Figure 1. Power grid.
Scale: 10 px per micron. Pins as bars on the die edge. Tap cells in gray.
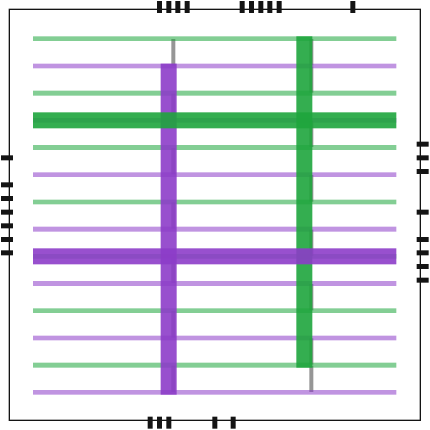
Figure 2. Signal wires on met3.
Scale: 6 px per micron. Cells faint in the background.
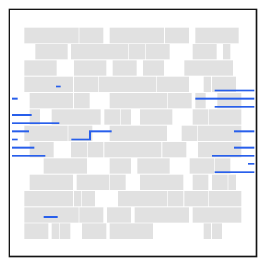
Figure 3. Clock wiring as the flow saved it.
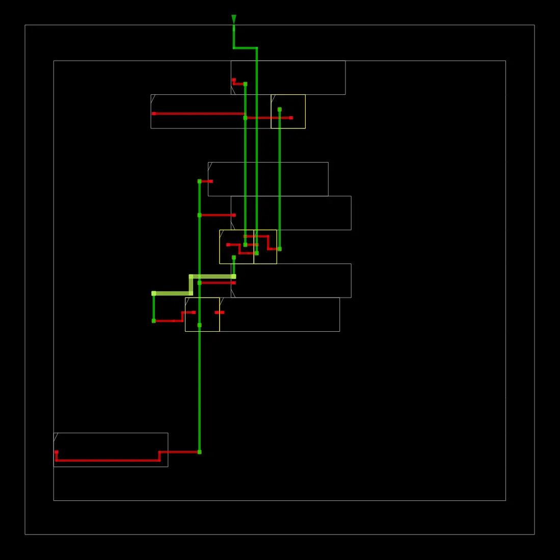
==> src/rtl/csa_pkg.sv <==
// Shared constants and helpers for the three-operand carry-save adder.
// CSA_PIPE_EN selects the two-stage build (CSA registered ahead of the resolve).
package csa_pkg;

  localparam int CSA_W_DEFAULT = 4;

`ifdef CSA_PIPE_EN
  localparam int CSA_LAT = 2;
`else
  localparam int CSA_LAT = 1;
`endif

  function automatic logic maj3(input logic x, input logic y, input logic z);
    return (x & y) | (x & z) | (y & z);
  endfunction

endpackage

==> src/rtl/ripple_carry_adder.sv <==
// W-bit ripple-carry adder built from a generate chain of full adders.
module ripple_carry_adder
  import csa_pkg::*;
#(
  parameter int W = CSA_W_DEFAULT
) (
  input  logic [W-1:0] x,
  input  logic [W-1:0] y,
  input  logic         cin,
  output logic [W-1:0] s,
  output logic         cout
);

  // Each stage owns its carry so the chain stays a plain wire path, not one self-feeding vector.
  for (genvar i = 0; i < W; i++) begin : g_fa
    logic ci, co;
    if (i == 0) begin : g_first
      assign ci = cin;
    end else begin : g_next
      assign ci = g_fa[i-1].co;
    end
    assign s[i] = x[i] ^ y[i] ^ ci;
    assign co   = maj3(x[i], y[i], ci);
  end

  assign cout = g_fa[W-1].co;

endmodule

==> src/rtl/csa3_sum_pipe.sv <==
// Pipelined a+b+c: 3:2 carry-save reduction then ripple resolve into a W+2-bit sum.
// Define CSA_PIPE_EN to register the CSA vectors (latency 2); otherwise latency is 1.
module csa3_sum_pipe
  import csa_pkg::*;
#(
  parameter int W = CSA_W_DEFAULT
) (
  input  logic         clk,
  input  logic         rst_n,
  input  logic         in_valid,
  input  logic [W-1:0] a,
  input  logic [W-1:0] b,
  input  logic [W-1:0] c,
  output logic [W-1:0] csa_s,
  output logic [W-1:0] csa_co,
  output logic         out_valid,
  output logic [W+1:0] sum
);

  for (genvar i = 0; i < W; i++) begin : g_csa
    assign csa_s[i]  = a[i] ^ b[i] ^ c[i];
    assign csa_co[i] = maj3(a[i], b[i], c[i]);
  end

  logic [CSA_LAT:1] vld_pipe;
  logic [W-1:0]     r_s, r_co;
  logic             rca_vld;
  logic [W-1:0]     rca_s;
  logic             rca_co;

  always_ff @(posedge clk or negedge rst_n) begin
    if (!rst_n) vld_pipe <= '0;
    else        vld_pipe <= (vld_pipe << 1) | CSA_LAT'(in_valid);
  end

`ifdef CSA_PIPE_EN
  always_ff @(posedge clk or negedge rst_n) begin
    if (!rst_n) begin
      r_s  <= '0;
      r_co <= '0;
    end else begin
      r_s  <= csa_s;
      r_co <= csa_co;
    end
  end
  assign rca_vld = vld_pipe[1];
`else
  assign r_s     = csa_s;
  assign r_co    = csa_co;
  assign rca_vld = in_valid;
`endif

  // Bit 0 of the partial sum has nothing to add, so the adder only sees bits W-1:1.
  ripple_carry_adder #(.W(W)) u_rca (
    .x    ({1'b0, r_s[W-1:1]}),
    .y    (r_co),
    .cin  (1'b0),
    .s    (rca_s),
    .cout (rca_co)
  );

  always_ff @(posedge clk or negedge rst_n) begin
    if (!rst_n)       sum <= '0;
    else if (rca_vld) sum <= {rca_co, rca_s, r_s[0]};
  end

  assign out_valid = vld_pipe[CSA_LAT];

endmodule

==> config.mk <==
export PLATFORM = sky130hd
export DESIGN_NAME = csa3_sum_pipe
export DESIGN_NICKNAME = d
export VERILOG_FILES = /design/src/rtl/csa_pkg.sv /design/src/rtl/ripple_carry_adder.sv /design/src/rtl/csa3_sum_pipe.sv
export SDC_FILE = /design/constraint.sdc
export NUM_CORES = 1
export LEC_CHECK = 0
export CORE_MARGIN = 2
export CORE_UTILIZATION = 35
export CTS_CLUSTER_DIAMETER = 100
export DETAILED_ROUTE_END_ITERATION = 10
export GPL_TIMING_DRIVEN = 0
export PLACE_DENSITY = 0.77
export RECOVER_POWER = 25
export SLEW_MARGIN = 5
export SYNTH_ARGS = -nofsm -noshare
export SYNTH_HDL_FRONTEND = slang
export SYNTH_SLANG_ARGS = --single-unit
==> constraint.sdc <==
create_clock -name clk -period 1.1 [get_ports clk]
set_clock_uncertainty 0.05 [all_clocks]
set_input_delay 0.165 -clock clk [delete_from_list [all_inputs] [get_ports clk]]
set_output_delay 0.165 -clock clk [all_outputs]
set_load 0.1 [all_outputs]
==> Changelog: implementation <==
## Implementation

* Run status: finished with violations
* Failing checks: setup timing
* Yosys warning total at 0
* Routability cong. at 0.641
* Library cell used as clock root buffer: clkbuf_4
* Total nets after synthesis at 60
* Number of cell rows at 13
* NumNets Final at 101
* XOR/XNOR Area Share at 0
* Post-synthesis share of cell area spent on and-or and or-and gates at 0
* Class of the most critical setup path: in2reg
* Worst voltage drop across the vdd grid at 1.29 mV
* Clock tree from TritonCTS: built
* Worst Slack Setup Final at -1.12 ns
* Worst-case clock buffer depth at 2
* Unrepaired setup endpoints after global routing: yes
* Ratio of routed vias to standard cells at 4.30
* Area fraction of the dominant cell type after synthesis at 0.366
* Achievable Freq at 0.451 GHz
* Number of global-route vias before repair at 419
* Kind of end point of the critical path: flop
* Drc violations at 0
* Hold Slack at 0.176 ns
* Path category of the worst min-delay check: in2async
* Number of design-rule violations left by the first detailed-router iteration at 1
* Clock slew at reported path FFs at 0.06 ns
* Yosys cell types at 6
* Share of final-layout standard cells stronger than drive strength 1 at 0.922
* Instance count of the mapped netlist at 37
* Sequential fraction of the synthesis area at 0.366
* Final count of negative-setup-slack endpoints at 13
* Ant. Diodes at 0
* Kind of start point of the critical path: primary input
* Critical-path maximum fanout at 2
* Tally of nets with antenna violations remaining after routing at 0
* Worst slew margin relative to its limit at 0.789
* Global Route Usage Sum at 0.186
* Ranking of synthesized cells by area: dfrtp_1 (37%), fa_1 (25%), mux2_4 (19%), inv_1 (12%), ha_1 (5.2%)
* Top-Level Pins at 30
* Max H-tree Level at 1
* Origin of the critical flop-to-flop path: sum[4]$_DFFE_PN0P_
* Longest individual stage delay on the worst path at 0.58 ns
* Simple Share, Synth at 0
* Post-route design area at 1070 sq um
* Number of clock buffers inserted by TritonCTS at 3
* Stage-log warning count at 29
* Core area at 1280 sq um
* Final sum of negative setup slack at -5.69 ns
* Mean routed wirelength per cell at 13.6 microns
* Cell Area, Placed at 862 sq um
* CP required at 1.20 ns
* Remaining global-route overflow at 0
* Fin. Hold Viols at 0
* Number of filler cells placed in the layout at 74
* Length of the first detailed-routing pass in iterations at 4
* Fp_density at 0.372
* Clk latency late pin at 0.26 ns
* Number of placed instances, taps included at 81
* Cell area after technology mapping at 478 sq um
* Die area at 1680 sq um
* Layout Area Growth over Synthesis at 123%
* Chip Area, Yosys at 478 sq um
* Initial antenna violation count at 0
* Crit path DAT at 2.31 ns
* Seq. cell area at 181 sq um
* Largest net degree at the start of global routing at 8
* Synth flops at 7
* Half-perimeter wire length after placement at 910 microns
* Top cell by count, worst path: fa_2
* Final Non-Filler Cells at 92
* Final clock period utilization by the worst path at 2.01
* Number of slew-limit violations in the final report at 0
* Number of port buffers at 29
* Worst Max-Slew Pin Slew at 0.315 ns
* Logic area at 275 sq um
* Adder-cell share of the synthesized area at 0.304
* Start point of the critical path: a[1]
-- Figure 1 (at the start) --
- VSS: purple
- VDD: green
- met1 rails: 14
- signal pins: 30
- tap cells: 15
Die H: 41.0 microns
Die X: 41.0 microns

-- Figure 2 (at the start) --
- longest straight run: 9.50 microns
- wire length on this layer: 75.3 microns
- main direction: horizontal
- nets with wire on the layer: 17
DR vias: 396
routed wire length: 1250 microns

-- Figure 3 (at the start) --
clk_buf instances: 3
number of sinks handled by clock tree synthesis: 7
count of sequential standard cells: 7

==> layout by cell type (no fill, tap or decap) <==
master         synthesis  layout
inv_4                  0       1
fa_2                   0       6
clkbuf_4               0       3
inv_8                  0       3
buf_12                 0       9
ha_4                   0       2
dlygate4sd3_1          0       2
buf_4                  0       4
inv_2                  0       4
mux2_4                 6       6
buf_2                  0       4
dfrtp_1                7       2
dfrtp_2                0       5
clkinv_2               0       1
clkinvlp_4             0       5
buf_8                  0       3
buf_6                  1      15
inv_1                 15       2
==> area by class of cell <==
cell class | count | area share
timing repair buffer | 36 | 0.424
multi-input combinational | 14 | 0.258
sequential | 7 | 0.170
inverter | 15 | 0.0938
clock buffer | 3 | 0.0211
tap | 15 | 0.0176
buffer | 1 | 0.0106
clock inverter | 1 | 0.00469
==> flip-flops by register name (all words and copies together) (netlist names) <==
name and cells:
out_valid 1, sum 6
==> kinds of logic (layout without fill, tap and decap cells) <==
kind of cell | count (synthesis) | after routing
fa+ha+maj | 8 | 8
flops | 7 | 7
buf+inv | 16 | 56
mux | 6 | 6
==> power breakdown <==
group          internal [mW]  switching, mW  leakage [nW]
registers              0.336         0.0610        0.0778
clock network          0.134          0.111        0.0177
logic                  0.574          0.988         0.396
==> stage by stage <==
step                      total power [mW]  utilization  setup WS (ns)
final                                 2.20        0.831          -1.12
after global routing                  2.28        0.831          -1.15
after CTS                             2.13        0.792          -1.19
after detailed placement              1.71        0.671          -1.90
after global placement                1.68        0.671          -1.87
after floorplan                       1.39            -          -1.76
==> final timing paths <==
path	to	cells past startpoint	slack [ns]
max in group asynchronous	sum[5]$_DFFE_PN0P_	1	0.56
hold / removal	sum[4]$_DFFE_PN0P_	1	0.18
hold reg to reg	sum[2]$_DFFE_PN0P_	1	0.48
min in group clk	sum[5]$_DFFE_PN0P_	4	0.48
setup reg to reg	sum[4]$_DFFE_PN0P_	2	0.10
setup / recovery	sum[4]$_DFFE_PN0P_	9	-1.12
==> what timing repair did <==
action                     in CTS  in global routing
setup endpoints to repair      21                 17
gates resized                 180                 13
buffers inserted                6                  4
hold buffers                    0                  0
pin swaps                       8                  7
==> worst reg2reg max path, stage by stage, from the launching register on <==
cell	delay, ns
dfrtp_1	0.42
buf_4	0.15
mux2_4	0.27
==> cells in the mapped netlist (all sizes together) <==
library cell,count
buf,1
inv,15
mux2,6
ha,2
fa,6
dfrtp,7
==> metal layers <==
| metal | GRT usage | share of wire | wire, microns | vias to the layer above |
|---|---|---|---|---|
| met3 | 0.0489 | 0.060 | 75 | 2 |
| met4 | 0.0750 | 0.017 | 21 | 0 |
| met5 | 0 | 0 | 0 | - |
| met2 | 0.375 | 0.62 | 774 | 19 |
| li1 | - | - | - | 187 |
| met1 | 0.166 | 0.30 | 381 | 188 |
Power is estimated from default activity; no workload was simulated.
